==> config.mk <==
export PLATFORM = sky130hd
export DESIGN_NAME = pc_sequencer_flat
export DESIGN_NICKNAME = d
export VERILOG_FILES = /design/src/rtl/pc_sequencer_if.sv /design/src/rtl/pc_sequencer.sv /design/src/flat_wrapper.sv
export SDC_FILE = /design/constraint.sdc
export NUM_CORES = 1
export LEC_CHECK = 0
export CAP_MARGIN = 20
export CORE_MARGIN = 5
export CORE_UTILIZATION = 40
export DETAILED_ROUTE_END_ITERATION = 10
export DONT_BUFFER_PORTS = 1
export PLACE_DENSITY = 0.51
export SYNTH_ARGS = -nofsm -noshare
export SYNTH_HDL_FRONTEND = slang
export SYNTH_SLANG_ARGS = --single-unit
==> constraint.sdc <==
create_clock -name clk -period 2.6 [get_ports clk]
set_clock_uncertainty 0.05 [all_clocks]
set_input_delay 0.39 -clock clk [delete_from_list [all_inputs] [get_ports clk]]
set_output_delay 0.39 -clock clk [all_outputs]
set_load 0.05 [all_outputs]
==> src/rtl/pc_sequencer_if.sv <==
// Instruction-memory fetch port: PC address plus valid/ready handshake.
interface pc_sequencer_if #(
  parameter int unsigned PC_W = 8
);
  logic [PC_W-1:0] pcc;
  logic            fetch_valid;
  logic            imem_ready;

  // Sequencer side drives the address and request, memory answers with ready
  modport master (
    output pcc,
    output fetch_valid,
    input  imem_ready
  );

  modport slave (
    input  pcc,
    input  fetch_valid,
    output imem_ready
  );
endinterface

==> src/rtl/pc_sequencer.sv <==
// Fetch/execute sequencer owning the program counter and retire counter.
module pc_sequencer #(
  parameter int unsigned PC_W        = 8,
  parameter int unsigned LAST_ADDR   = 255,
  parameter int unsigned EXEC_CYCLES = 1
) (
  input  logic                clk,
  input  logic                rst_n,
  input  logic                start,
  input  logic                halt_req,
  input  logic                jump_valid,
  input  logic [PC_W-1:0]     jump_addr,
  pc_sequencer_if.master      imem,
  output logic                busy,
  output logic                halted,
  output logic [15:0]         instr_count
);

  localparam int unsigned CNT_W = 4;
  localparam int unsigned ICNT_W = 16;

  typedef enum logic [1:0] {
    ST_IDLE  = 2'd0,
    ST_FETCH = 2'd1,
    ST_EXEC  = 2'd2,
    ST_HALT  = 2'd3
  } state_e;

  state_e              state_q, state_d;
  logic [PC_W-1:0]     pcc_q, pcc_d;
  logic [CNT_W-1:0]    exec_cnt_q, exec_cnt_d;
  logic                halt_latch_q, halt_latch_d;
  logic                fetch_valid_q, fetch_valid_d;
  logic                busy_q, busy_d;
  logic                halted_q, halted_d;
  logic [ICNT_W-1:0]   instr_count_q, instr_count_d;

  // State and registered outputs
  always_ff @(posedge clk or negedge rst_n) begin
    if (!rst_n) begin
      state_q       <= ST_IDLE;
      pcc_q         <= '0;
      exec_cnt_q    <= '0;
      halt_latch_q  <= 1'b0;
      fetch_valid_q <= 1'b0;
      busy_q        <= 1'b0;
      halted_q      <= 1'b0;
      instr_count_q <= '0;
    end else begin
      state_q       <= state_d;
      pcc_q         <= pcc_d;
      exec_cnt_q    <= exec_cnt_d;
      halt_latch_q  <= halt_latch_d;
      fetch_valid_q <= fetch_valid_d;
      busy_q        <= busy_d;
      halted_q      <= halted_d;
      instr_count_q <= instr_count_d;
    end
  end

  // Next-state, PC update and flag decode; flags follow the next state
  always_comb begin
    state_d       = state_q;
    pcc_d         = pcc_q;
    exec_cnt_d    = exec_cnt_q;
    halt_latch_d  = halt_latch_q;
    instr_count_d = instr_count_q;

    case (state_q)
      ST_IDLE: begin
        if (start) state_d = ST_FETCH;
      end
      ST_FETCH: begin
        if (halt_req) halt_latch_d = 1'b1;
        if (imem.imem_ready) begin
          state_d    = ST_EXEC;
          exec_cnt_d = CNT_W'(EXEC_CYCLES - 1);
        end
      end
      ST_EXEC: begin
        if (halt_req) halt_latch_d = 1'b1;
        if (exec_cnt_q == '0) begin
          // Last execute cycle: retire and advance the PC
          if (jump_valid) begin
            pcc_d = jump_addr;
          end else if (pcc_q == PC_W'(LAST_ADDR)) begin
            pcc_d = '0;
          end else begin
            pcc_d = pcc_q + PC_W'(1);
          end
          if (instr_count_q != {ICNT_W{1'b1}}) begin
            instr_count_d = instr_count_q + ICNT_W'(1);
          end
          if (halt_latch_q || halt_req) begin
            state_d      = ST_HALT;
            halt_latch_d = 1'b0;
          end else begin
            state_d = ST_FETCH;
          end
        end else begin
          exec_cnt_d = exec_cnt_q - CNT_W'(1);
        end
      end
      ST_HALT: begin
        if (start) state_d = ST_FETCH;
      end
      default: state_d = ST_IDLE;
    endcase

    fetch_valid_d = (state_d == ST_FETCH);
    busy_d        = (state_d == ST_FETCH) || (state_d == ST_EXEC);
    halted_d      = (state_d == ST_HALT);
  end

  assign imem.pcc         = pcc_q;
  assign imem.fetch_valid = fetch_valid_q;
  assign busy             = busy_q;
  assign halted           = halted_q;
  assign instr_count      = instr_count_q;

endmodule

==> src/flat_wrapper.sv <==
// flat-port wrapper written by rule: the top's interface ports become plain ports
module pc_sequencer_flat 
#(
  parameter int unsigned PC_W        = 8,
  parameter int unsigned LAST_ADDR   = 255,
  parameter int unsigned EXEC_CYCLES = 1
)
  (clk, rst_n, start, halt_req, jump_valid, jump_addr, busy, halted, instr_count, imem_pcc, imem_fetch_valid, imem_imem_ready);
  pc_sequencer_if #(.PC_W(PC_W)) imem_i ();
  input  logic clk;
  input  logic rst_n;
  input  logic start;
  input  logic halt_req;
  input  logic jump_valid;
  input  logic [PC_W-1:0] jump_addr;
  output logic busy;
  output logic halted;
  output logic [15:0] instr_count;
  output wire logic [$bits(imem_i.pcc)-1:0] imem_pcc;
  output wire logic [$bits(imem_i.fetch_valid)-1:0] imem_fetch_valid;
  input wire logic [$bits(imem_i.imem_ready)-1:0] imem_imem_ready;
  assign imem_pcc = imem_i.pcc;
  assign imem_fetch_valid = imem_i.fetch_valid;
  assign imem_i.imem_ready = imem_imem_ready;
  pc_sequencer #(.PC_W(PC_W), .LAST_ADDR(LAST_ADDR), .EXEC_CYCLES(EXEC_CYCLES)) u_core (.clk(clk), .rst_n(rst_n), .start(start), .halt_req(halt_req), .jump_valid(jump_valid), .jump_addr(jump_addr), .imem(imem_i), .busy(busy), .halted(halted), .instr_count(instr_count));
endmodule
==> qor.tcl, run 1 <==
set qor(synth-edff-count) 0
set qor(number_of_drc_markers_after_the_initial_detailed_route_iteration) 72
set qor(inverters_excl_clock) 13
set qor(synth.cellmix.simpleShare_pct) 19.6
set qor(postCtsResizedCells) 0
set qor(max_freq_mhz) 459
set qor(dr.pass1.iters) 4
set qor(clockNetworkPower_mw) 0.408
set qor(ios) 41
set qor(cts_setup_buffers) 0
set qor(log.warning_count) 29
set qor(final_area_um2) 2200
set qor(total_number_of_sequential_cells) 34
set qor(result_of_the_run) {complete, no violations}
set qor(final_core_util_pct) 49.4
set qor(p_int_mw) 1.29
set qor(buffers_excl_clock) 26
set qor(n_antenna_cell) 0
set qor(post-synth-top-area-fraction_pct) 45.8
set qor(switchingPower_mw) 1.19
set qor(fraction_of_the_core_area_occupied_by_cells_at_floorplan_pct) 41.8
set qor(clock_tree.buffer_depth) 2
set qor(rsz0062_at_grt) {no}
set qor(cts-root-buf) {clkbuf_8}
set qor(syn_avg_cell_area_um2) 9.88
set qor(critical_path.endpoint) {u_core.busy}
set qor(synthXorXnorAreaFrac_pct) 7.07
set qor(worst_slew_pin_slew_ns) 0.548
set qor(timing.setup.tns_ns) 0
set qor(worst_path_max_delay_cell) {or3b_2}
set qor(ys_top_logic_family) {simple AND/OR/NAND/NOR gates}
set qor(final-comb-area_um2) 931
set qor(synthAoiAreaFrac_pct) 14.2
set qor(syn-num-nets) 210
set qor(totalPowerFinal_mw) 2.49
set qor(gpl.final_weighted_congestion) 0.854
set qor(netlist_area_um2) 1860
set qor(ys_top_cells_by_area) {dfrtp_1 (46%), xor2_1 (6.6%), ha_1 (5.4%)}
set qor(met2_routed_wl_um) 2090
set qor(cap_violations) 0
set qor(postCtsHoldBufs) 2
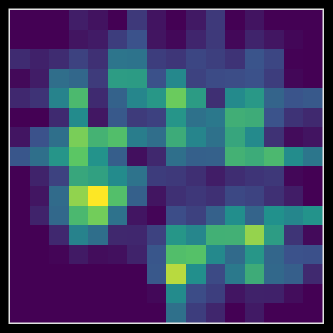
Figure 1: run 1, wiring heat map.
Drawn at 4 px/um. 16 x 16 tiles, from dark purple (low) to yellow (high), scaled to the fullest tile. Values are wire area over tile area, all layers added.
densest ninth of the die: left middle
nearly empty tiles: 23%
tiles over half the peak: 16%
emptiest ninth of the die: bottom left
fullest tile: 0.47
mean over tiles: 0.11

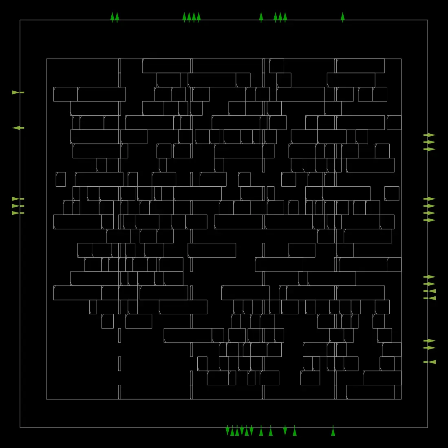
Figure 2: run 1, cell outlines without signal wires.
area of the core: 4440 um2
filler instances: 429
non-filler instance count after layout: 267

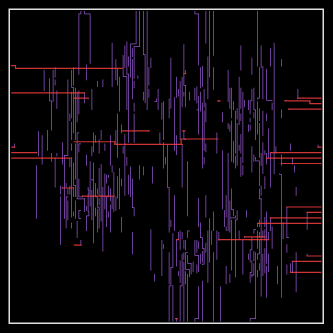
Figure 3: run 1, routed metal, one colour a layer.
Drawn at 4 px/um. Only two layers are drawn.
| layer | colour | wire length |
|---|---|---|
| M3 | red | 266 um |
| M2 | purple | 2090 um |
vias after detailed routing: 1551
post-detailed-route wirelength per cell: 15.8 um
total detailed-routing wirelength: 4210 um
total routing resource utilization after global routing: 14.9%

## Run 2: what changed since run 1
==> constraint.sdc (replaced) <==
create_clock -name clk -period 2.2 [get_ports clk]
set_clock_uncertainty 0.05 [all_clocks]
set_input_delay 0.33 -clock clk [delete_from_list [all_inputs] [get_ports clk]]
set_output_delay 0.33 -clock clk [all_outputs]
set_load 0.05 [all_outputs]
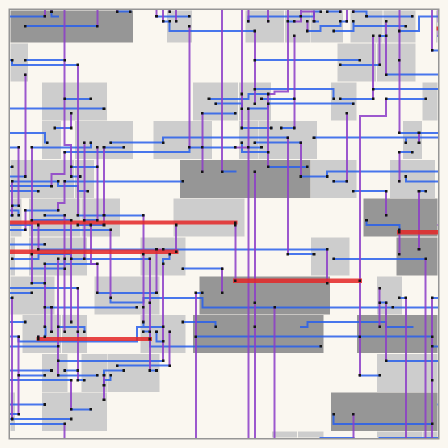
Figure 4: run 2, zoomed window.
Window x 24 to 54, y 24 to 54 um. Cells in grey, sequential cells in the stronger grey; small squares are vias.
| layer | colour |
|---|---|
| M3 | red |
| M2 | purple |
| M1 | blue |
netlist names of flops here include: u_core.instr_count (3), u_core.exec_cnt_q (2), u_core.imem.pcc (2)
most frequent: dfrtp_1 (7), buf_4 (5)
cells with their middle in the window: 47
sequential cells in the window: 7

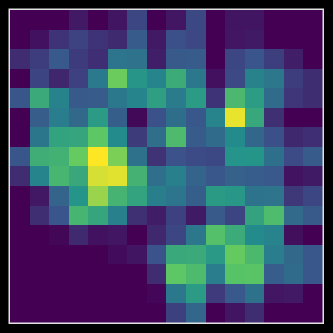
Figure 5: run 2, wiring heat map.
Drawn at 4 px/um. 16 x 16 tiles, from dark purple (low) to yellow (high), scaled to the fullest tile. Values are wire area over tile area, all layers added.
total routing resource utilization after global routing: 15.0%
total detailed-routing wirelength: 4390 um
post-detailed-route wirelength per cell: 16.2 um
vias after detailed routing: 1564

==> run 2 against run 1 <==
Against the previous run:
- setup slack lost 0.30 ns
- core utilization is 0.53 points higher
- design area grew 1.1%
- critical path depth down 1
- fmax grew 4.8%
- register-to-register slack got worse by 0.30 ns
- critical endpoint is now u_core.instr_count[15]
- largest power group unchanged
==> qor.tcl, run 2 <==
set qor(result_of_the_run) {complete, no violations}
set qor(rsz0062_at_grt) {no}
set qor(synthXorXnorAreaFrac_pct) 7.07
set qor(worst_path_max_delay_cell) {or4_4}
set qor(layout_non_clock_buf_share_pct) 10.9
set qor(sequentialPower_mw) 1.11
set qor(routed-wl-met3_um) 272
set qor(postCtsHoldBufs) 2
set qor(number_of_placed_cells_counting_well_taps) 259
set qor(design.core.area_um2) 4440
set qor(number_of_drc_markers_after_the_initial_detailed_route_iteration) 62
set qor(final.fill_count) 421
set qor(post-synth-top-area-fraction_pct) 45.8
set qor(syn-num-nets) 210
set qor(postCtsResizedCells) 0
set qor(main_power_group) {combinational cells}
set qor(antenna_violations_before_repair) 0
set qor(cts-root-buf) {clkbuf_8}
set qor(cts_setup_buffers) 0
set qor(dr.pass1.iters) 4
set qor(die_w_um) 78.2
set qor(synthDistinctLibCells) 44
set qor(fraction_of_the_core_area_occupied_by_cells_at_floorplan_pct) 41.8
set qor(met2_routed_wl_um) 2100
set qor(final-comb-area_um2) 936
set qor(critical_path.endpoint) {u_core.instr_count[15]}
set qor(synthAoiAreaFrac_pct) 14.2
set qor(power.static_leakage_nw) 1.05
set qor(ios) 41
set qor(final_area_um2) 2220
set qor(stdcell_count) 270
set qor(inverters_excl_clock) 13
set qor(buffers_excl_clock) 30
set qor(p_int_mw) 1.55
set qor(synth_seq_share_pct) 45.8
set qor(cap_violations) 0
set qor(clkTransAtPathRegs_ns) 0.07
set qor(timing.setup.tns_ns) 0
set qor(place.detailed.hpwl_um) 3220
set qor(totalPowerFinal_mw) 2.96
set qor(most_common_cell) {dfrtp_1}
set qor(syn_avg_cell_area_um2) 9.88
set qor(ys_top_cells_by_area) {dfrtp_1 (46%), xor2_1 (6.6%), ha_1 (5.4%)}
set qor(reg2reg_to) {u_core.instr_count[15]}
set qor(port_buffers) 0
set qor(top_layer) {met4}
set qor(ys_top_logic_family) {simple AND/OR/NAND/NOR gates}
set qor(area.share.sequential_pct) 38.4
set qor(sum_of_buffers_and_inverters_on_the_critical_path) 1
set qor(final_core_util_pct) 50.0
set qor(gpl.final_weighted_congestion) 0.811
set qor(max_freq_mhz) 481
set qor(clock_tree.buffer_depth) 2
set qor(placement.setup.worst_slack_ns) 0.0506
set qor(area_occupied_by_registers_um2) 853
set qor(total_number_of_sequential_cells) 34
set qor(clockNetworkPower_mw) 0.435
set qor(n_antenna_cell) 0
set qor(worst_slew_pin_slew_ns) 0.534
set qor(switchingPower_mw) 1.42
set qor(synth-edff-count) 0
set qor(log.warning_count) 29
set qor(synth.cellmix.simpleShare_pct) 19.6
set qor(yosys-stat-cells) 188
set qor(post-route-min-period_ns) 2.08
set qor(netlist_area_um2) 1860
## Run 3: what changed since run 2
--- a/config.mk
+++ b/config.mk
@@ -6,6 +6,7 @@
 export NUM_CORES = 1
 export LEC_CHECK = 0
 export CAP_MARGIN = 20
+export CORE_ASPECT_RATIO = 1.4
 export CORE_MARGIN = 5
 export CORE_UTILIZATION = 40
 export DETAILED_ROUTE_END_ITERATION = 10
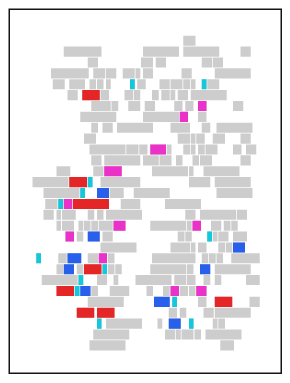
Figure 6: run 3, selected gate families.
Drawn at 4 px/um.
| family | colour | cells |
|---|---|---|
| and/or cells | magenta | 11 |
| non-inverting ao/oa cells | blue | 9 |
| fa/ha/maj cells | red | 8 |
| inv cells | cyan | 13 |

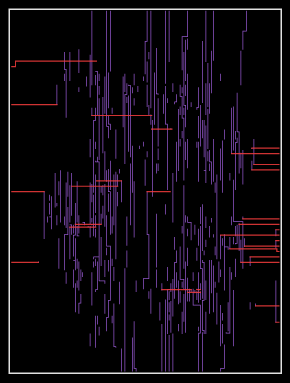
Figure 7: run 3, routed metal, one colour a layer.
Drawn at 4 px/um. Only two layers are drawn.
| layer | colour | wire length |
|---|---|---|
| M3 | red | 227 um |
| M2 | purple | 2190 um |
vias after detailed routing: 1505
post-detailed-route wirelength per cell: 15.0 um
total detailed-routing wirelength: 4200 um
total routing resource utilization after global routing: 15.2%

==> run 3 against run 2 <==
Against the previous run:
- clock power rose by 29%
- clock-buffer cell count is 2 lower
- hold slack lost 0.0039 ns
- combinational power barely moved
- cell count rose by 3.3%
- critical endpoint is now u_core.busy
- largest cell class unchanged
- largest power group unchanged
==> qor.tcl, run 3 <==
set qor(result_of_the_run) {complete, no violations}
set qor(area_occupied_by_registers_um2) 853
set qor(rsz0062_at_grt) {no}
set qor(place.detailed.hpwl_um) 3120
set qor(final.fill_count) 421
set qor(totalPowerFinal_mw) 3.08
set qor(post-synth-top-area-fraction_pct) 45.8
set qor(inverters_excl_clock) 13
set qor(placement.setup.worst_slack_ns) 0.0851
set qor(clkTransAtPathRegs_ns) 0.07
set qor(port_buffers) 0
set qor(synthAoiAreaFrac_pct) 14.2
set qor(final-comb-area_um2) 960
set qor(postCtsResizedCells) 0
set qor(cap_violations) 0
set qor(number_of_placed_cells_counting_well_taps) 268
set qor(layout_non_clock_buf_share_pct) 9.96
set qor(sum_of_buffers_and_inverters_on_the_critical_path) 2
set qor(synth_seq_share_pct) 45.8
set qor(total_number_of_sequential_cells) 34
set qor(worst_path_max_delay_cell) {or3b_2}
set qor(gpl.final_weighted_congestion) 0.808
set qor(top_layer) {met4}
set qor(final_area_um2) 2270
set qor(postCtsHoldBufs) 2
set qor(critical_path.endpoint) {u_core.busy}
set qor(cts-root-buf) {clkbuf_8}
set qor(antenna_violations_before_repair) 0
set qor(cts_setup_buffers) 0
set qor(switchingPower_mw) 1.42
set qor(design.core.area_um2) 4540
set qor(p_int_mw) 1.67
set qor(ys_top_logic_family) {simple AND/OR/NAND/NOR gates}
set qor(syn_avg_cell_area_um2) 9.88
set qor(fraction_of_the_core_area_occupied_by_cells_at_floorplan_pct) 41.0
set qor(synth-edff-count) 0
set qor(synthDistinctLibCells) 44
set qor(area.share.sequential_pct) 37.5
Power figures rest on the tool's default switching activity, not on a simulated workload.
